## src/rtl/alarm_setter.sv

```systemverilog
// rtl/alarm_setter.sv - alarm time setter: button conditioning, RUN/SET_HR/SET_MIN edit FSM, commit
// Optional feature macro: ALARM_SETTER_AUTOREPEAT_EN (auto-repeat of held inc/dec in set states).
module alarm_setter #(
    parameter int DEBOUNCE_CYCLES = 16,
    parameter int TIMEOUT_CYCLES  = 1000000,
    parameter int REPEAT_DELAY    = 500000,
    parameter int REPEAT_RATE     = 100000
) (
    input  logic       clk,
    input  logic       rst_n,
    input  logic       btn_mode,
    input  logic       btn_inc,
    input  logic       btn_dec,
    output logic [4:0] alarm_hours,
    output logic [5:0] alarm_minutes,
    output logic       alarm_ena,
    output logic [5:0] edit_value,
    output logic [1:0] mode
);
    localparam int BM = 0;
    localparam int BI = 1;
    localparam int BD = 2;
    localparam int DW = $clog2(DEBOUNCE_CYCLES + 1);
    localparam int IW = $clog2(TIMEOUT_CYCLES + 1);

    typedef enum logic [1:0] {RUN = 2'b00, SET_HR = 2'b01, SET_MIN = 2'b10} state_t;

    logic [2:0]    btn_raw, sync1_q, sync2_q, deb_q, deb_prev_q, press;
    logic [DW-1:0] deb_cnt_q [3];

    assign btn_raw = {btn_dec, btn_inc, btn_mode};

    // Debounced level flips only after DEBOUNCE_CYCLES consecutive differing samples.
    always_ff @(posedge clk) begin
        if (!rst_n) begin
            sync1_q    <= '0;
            sync2_q    <= '0;
            deb_q      <= '0;
            deb_prev_q <= '0;
            for (int i = 0; i < 3; i++) deb_cnt_q[i] <= '0;
        end else begin
            sync1_q    <= btn_raw;
            sync2_q    <= sync1_q;
            deb_prev_q <= deb_q;
            for (int i = 0; i < 3; i++) begin
                if (sync2_q[i] == deb_q[i]) begin
                    deb_cnt_q[i] <= '0;
                end else if (deb_cnt_q[i] == DW'(DEBOUNCE_CYCLES - 1)) begin
                    deb_q[i]     <= sync2_q[i];
                    deb_cnt_q[i] <= '0;
                end else begin
                    deb_cnt_q[i] <= deb_cnt_q[i] + 1'b1;
                end
            end
        end
    end

    assign press = deb_q & ~deb_prev_q;

    state_t        state_q, state_d;
    logic [4:0]    hours_q, hours_d, hr_sh_q, hr_sh_d;
    logic [5:0]    minutes_q, minutes_d, min_sh_q, min_sh_d;
    logic          armed_q, armed_d;
    logic [IW-1:0] idle_q, idle_d;
    logic          inc_rep, dec_rep, inc_ev, dec_ev, step_up, step_dn, any_ev, timeout;

`ifdef ALARM_SETTER_AUTOREPEAT_EN
    localparam int RMAX = (REPEAT_DELAY > REPEAT_RATE) ? REPEAT_DELAY : REPEAT_RATE;
    localparam int RW   = $clog2(RMAX + 1);

    logic [RW-1:0] rep_cnt_q, rep_cnt_d;
    logic          rep_phase_q, rep_phase_d, rep_fire, held_alone;

    // rep_cnt_q counts held cycles since the press pulse; phase 1 = steady repeat rate.
    always_comb begin
        held_alone  = (state_q != RUN) && (deb_q[BI] ^ deb_q[BD]);
        rep_cnt_d   = rep_cnt_q;
        rep_phase_d = rep_phase_q;
        rep_fire    = 1'b0;
        if (!held_alone) begin
            rep_cnt_d   = '0;
            rep_phase_d = 1'b0;
        end else if (!rep_phase_q && rep_cnt_q == RW'(REPEAT_DELAY)) begin
            rep_fire    = 1'b1;
            rep_cnt_d   = RW'(1);
            rep_phase_d = 1'b1;
        end else if (rep_phase_q && rep_cnt_q == RW'(REPEAT_RATE)) begin
            rep_fire  = 1'b1;
            rep_cnt_d = RW'(1);
        end else begin
            rep_cnt_d = rep_cnt_q + 1'b1;
        end
    end

    always_ff @(posedge clk) begin
        if (!rst_n) begin
            rep_cnt_q   <= '0;
            rep_phase_q <= 1'b0;
        end else begin
            rep_cnt_q   <= rep_cnt_d;
            rep_phase_q <= rep_phase_d;
        end
    end

    assign inc_rep = rep_fire & deb_q[BI];
    assign dec_rep = rep_fire & deb_q[BD];
`else
    assign inc_rep = 1'b0;
    assign dec_rep = 1'b0;
`endif

    assign inc_ev  = press[BI] | inc_rep;
    assign dec_ev  = press[BD] | dec_rep;
    assign step_up = inc_ev & ~dec_ev & ~press[BM];
    assign step_dn = dec_ev & ~inc_ev & ~press[BM];
    assign any_ev  = (|press) | inc_rep | dec_rep;
    assign timeout = (state_q != RUN) && !any_ev && (idle_q == IW'(TIMEOUT_CYCLES - 1));

    always_ff @(posedge clk) begin
        if (!rst_n) state_q <= RUN;
        else        state_q <= state_d;
    end

    always_comb begin
        state_d = state_q;
        case (state_q)
            RUN:     if (press[BM]) state_d = SET_HR;
            SET_HR:  if (press[BM]) state_d = SET_MIN; else if (timeout) state_d = RUN;
            SET_MIN: if (press[BM] || timeout) state_d = RUN;
            default: state_d = RUN;
        endcase
    end

    always_comb begin
        mode       = state_q;
        alarm_ena  = 1'b0;
        edit_value = '0;
        case (state_q)
            RUN:     alarm_ena  = armed_q;
            SET_HR:  edit_value = {1'b0, hr_sh_q};
            SET_MIN: edit_value = min_sh_q;
            default: ;
        endcase
    end

    always_comb begin
        hours_d   = hours_q;
        minutes_d = minutes_q;
        hr_sh_d   = hr_sh_q;
        min_sh_d  = min_sh_q;
        armed_d   = armed_q;
        case (state_q)
            RUN: begin
                if (press[BM]) begin
                    hr_sh_d  = hours_q;
                    min_sh_d = minutes_q;
                end else if (step_up) begin
                    armed_d = ~armed_q;
                end else if (step_dn) begin
                    armed_d = 1'b0;
                end
            end
            SET_HR: begin
                if (step_up)      hr_sh_d = (hr_sh_q == 5'd23) ? 5'd0 : hr_sh_q + 5'd1;
                else if (step_dn) hr_sh_d = (hr_sh_q == 5'd0) ? 5'd23 : hr_sh_q - 5'd1;
            end
            SET_MIN: begin
                if (press[BM]) begin
                    hours_d   = hr_sh_q;
                    minutes_d = min_sh_q;
                end else if (step_up) begin
                    min_sh_d = (min_sh_q == 6'd59) ? 6'd0 : min_sh_q + 6'd1;
                end else if (step_dn) begin
                    min_sh_d = (min_sh_q == 6'd0) ? 6'd59 : min_sh_q - 6'd1;
                end
            end
            default: ;
        endcase
        idle_d = (state_q == RUN || any_ev || timeout) ? '0 : idle_q + 1'b1;
    end

    always_ff @(posedge clk) begin
        if (!rst_n) begin
            hours_q   <= '0;
            minutes_q <= '0;
            hr_sh_q   <= '0;
            min_sh_q  <= '0;
            armed_q   <= 1'b0;
            idle_q    <= '0;
        end else begin
            hours_q   <= hours_d;
            minutes_q <= minutes_d;
            hr_sh_q   <= hr_sh_d;
            min_sh_q  <= min_sh_d;
            armed_q   <= armed_d;
            idle_q    <= idle_d;
        end
    end

    assign alarm_hours   = hours_q;
    assign alarm_minutes = minutes_q;
endmodule

```

## config.mk

```make
export PLATFORM = sky130hd
export DESIGN_NAME = alarm_setter
export DESIGN_NICKNAME = d
export VERILOG_FILES = /design/src/rtl/alarm_setter.sv
export SDC_FILE = /design/constraint.sdc
export NUM_CORES = 1
export LEC_CHECK = 0
export ABC_CLOCK_PERIOD_IN_PS = 2440
export CORE_AREA = 4 4 85 87
export CTS_CLUSTER_SIZE = 40
export DETAILED_ROUTE_END_ITERATION = 16
export DIE_AREA = 0 0 89 91
export PLACE_DENSITY = 0.82
export SYNTH_ARGS = -nofsm -noshare
export SYNTH_HDL_FRONTEND = slang
export SYNTH_SLANG_ARGS = --single-unit
```

## constraint.sdc

```tcl
create_clock -name clk -period 2.44 [get_ports clk]
set_clock_uncertainty 0.2 [all_clocks]
set_input_delay 0.488 -clock clk [delete_from_list [all_inputs] [get_ports clk]]
set_output_delay 0.488 -clock clk [all_outputs]
set_load 0.01 [all_outputs]
```

==> metrics.cfg <==
[global_route]
grt_pass1_vias = 2997
grt_overflow = 0
grt_max_degree = 25

[die]
rows = 29

[run_status]
status = finished clean

[route]
wl_met2_um = 3780
drt_iter0_markers = 171
wl_met1_um = 3300

[clock_tree]
holdBufCountCts = 0
postCtsSetupBuffers = 0
clock_sinks = 72
clock_path_buffers = 2

[timing]
finalClockPeriodUsage_pct = 95.9
hold_viol = 0
period_needed_ns = 2.34

[final_layout]
final-clk-cell-share_pct = 4.65
drive_above_1_share_pct = 8.30
largest_class = logic gates
comb_area_um2 = 2060
flops = 72
logic_gates = 325
comb_area_share_pct = 47.3
insertedDiodeCount = 0
seqCellArea_um2 = 1590

[synth]
synth-edff-count = 15
compound_area_share_pct = 11.3
yosys.area.top_type = dfxtp_1
synth.cellmix.adderShare_pct = 5.32
synthTopCellsByArea = dfxtp_1 30%, edfxtp_1 12%, ha_1 5.3%
syn_avg_cell_area_um2 = 8.76
mux_share_pct = 1.60

[critical_path]
critPathLaunchType = flop
cp_data_arrival_time_ns = 1.65
r2r_start = mode[0]
path_max_fanout = 5
path_cells = inv_2, ha_4, and2_1, clkdlybuf4s50_1
endpoint_kind = output port

[hold_path]
min-delay-start = sync1_q[1]
hold_class = reg2reg

[power]
seqPwrFrac_pct = 49.6

[job]
maxCapViolCount = 0

-- cells in the final DEF (no fill, tap or decap), types with 5 or more instances in the layout --
master           instances
ha_1                    13
nand3_1                 31
dlygate4sd2_1            6
nor4_1                   5
a22oi_1                  7
buf_4                   12
xnor2_1                 21
a21oi_1                 18
and2_1                  14
inv_1                   18
nand2_1                 35
or3_1                    6
edfxtp_1                15
dfxtp_1                 55
clkdlybuf4s50_1         18
xor2_1                  14
mux2i_1                  6
o21ai_0                  6
and3_1                   8
nor2_1                  47
clkbuf_8                 9
nor3_1                  14
conb_1                  15
nor2b_1                  6
-- sequential cells by signal (all words and copies together), names as in the netlist, 3 cells and up --
register / cells
sync1_q: 3
deb_prev_q: 3
alarm_minutes: 6
idle_q: 20
alarm_hours: 5
sync2_q: 3
deb_cnt_q: 15
min_sh_q: 6
deb_q: 3
hr_sh_q: 5
-- critical path, delay by kind of cell, from the launching register on --
family / cells / cell delay [ns]
buffers and inverters: 2 / 0.66
AND/OR/NAND/NOR: 1 / 0.15
flip-flops: 1 / 0.36
adder cells (fa/ha/maj): 1 / 0.14
-- routing by layer --
metal	vias up	GRT usage (%)
met3	26	5.61
met4	0	10.2
met2	117	33.7
met5	-	0
met1	1448	25.3
li1	1556	-
-- worst paths after layout --
kind | slack (ns) | endpoint
worst max-delay path | 0.1 | alarm_ena
worst max register to register | 0.29 | min_sh_q[2]
worst min-delay path | 0.23 | sync2_q[1]
worst min register to register | 0.23 | sync2_q[1]
-- power by group through the flow --
| stage | Sequential (mW) | Combinational, mW | Clock, mW |
|---|---|---|---|
| floorplan | 1.29 | 0.210 | 0 |
| global placement | 1.30 | 0.275 | 0 |
| detailed placement | 1.30 | 0.284 | 0 |
| CTS | 1.28 | 0.299 | 1.01 |
| global route | 1.29 | 0.336 | 1.07 |
| finish | 1.28 | 0.304 | 1.00 |
-- logic make-up after synthesis --
| group | Yosys count |
|---|---|
| AOI/OAI and AO/OA | 64 |
| xor gates and xnor gates | 36 |
| adders and majority gates | 16 |
| other | 1 |
| muxes | 6 |
| DFF | 72 |
| and+or+nand+nor | 188 |
| buffers and inverters | 46 |
-- Yosys cell counts (all sizes together) (2+ instances only) --
library cell  number
nand2             35
a31oi              4
clkbuf            13
and2              14
xnor2             22
o22ai              4
nor2              47
o21ai              7
o211ai             3
mux2i              6
xor2              14
inv               21
or3                7
nor4               6
nor4b              2
nand2b             3
nor3              15
buf               12
a21o               2
a221oi             2
nand4              4
dfxtp             57
nor2b              8
o2111ai            3
o311ai             2
o31ai              2
a21oi             19
edfxtp            15
a22oi              7
and3               8
ha                16
nand3             31
a311oi             2
or4                2
nor3b              2
-- stage by stage --
step | power (mW) | area (um2) | hold slack [ns] | cells | setup WS (ns)
finish | 2.59 | 4360 | 0.234 | 547 | 0.0999
global route | 2.69 | 4360 | 0.275 | 547 | 0.0475
CTS | 2.59 | 4360 | 0.234 | 547 | 0.0911
detailed placement | 1.59 | 4120 | 0.223 | 531 | 0.156
global placement | 1.58 | 4120 | 0.216 | 531 | 0.202
floorplan | 1.50 | 3810 | 0.212 | 443 | 0.389
### Metal 2

Drawn at 4 px/um.
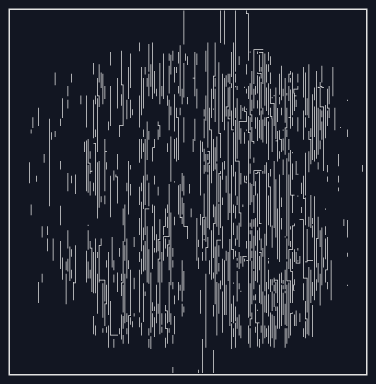
nets with wire on the layer: 396
longest straight run: 44.2 um
main direction: vertical
share of all routed wire: 48%
wire length on this layer: 3,780 um
Vias: 3,147
met2 usage: 33.7%
Routed WL: 7910 um

### Pin map

Drawn at 4 px/um. Pins as bars across the die edge, other pins in grey.
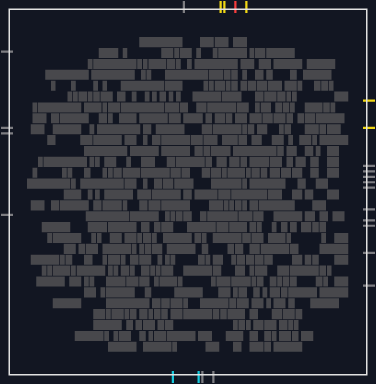
[cyan] mode | pins: 2 | direction: output | edge: south
[red] rst_n | pins: 1 | direction: input | edge: north
[yellow] alarm_hours | pins: 5 | direction: output | edge: 3 north, 2 east
Port Buffers: 24
Die W: 89 um
die height: 91 um

### Port wiring

Drawn at 3 px/um.
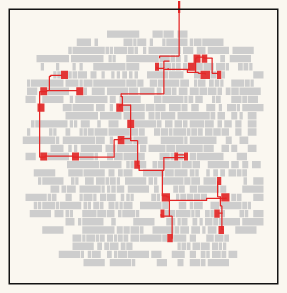
[red] rst_n | direction: input | end cells: 25 | buffers: 2 | wire: 293 um
Ports: 25

### Cell placement

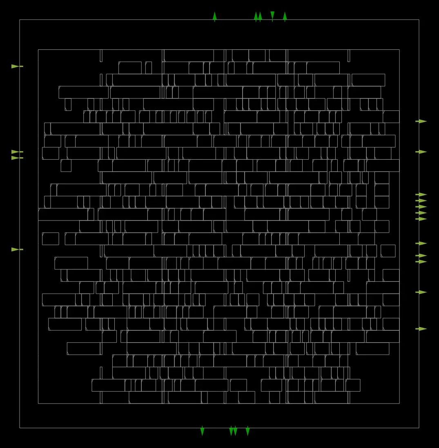
count of non-filler cells in the finished layout: 547
Core Box Area: 6350 um2

Power figures rest on the tool's default switching activity, not on a simulated workload.
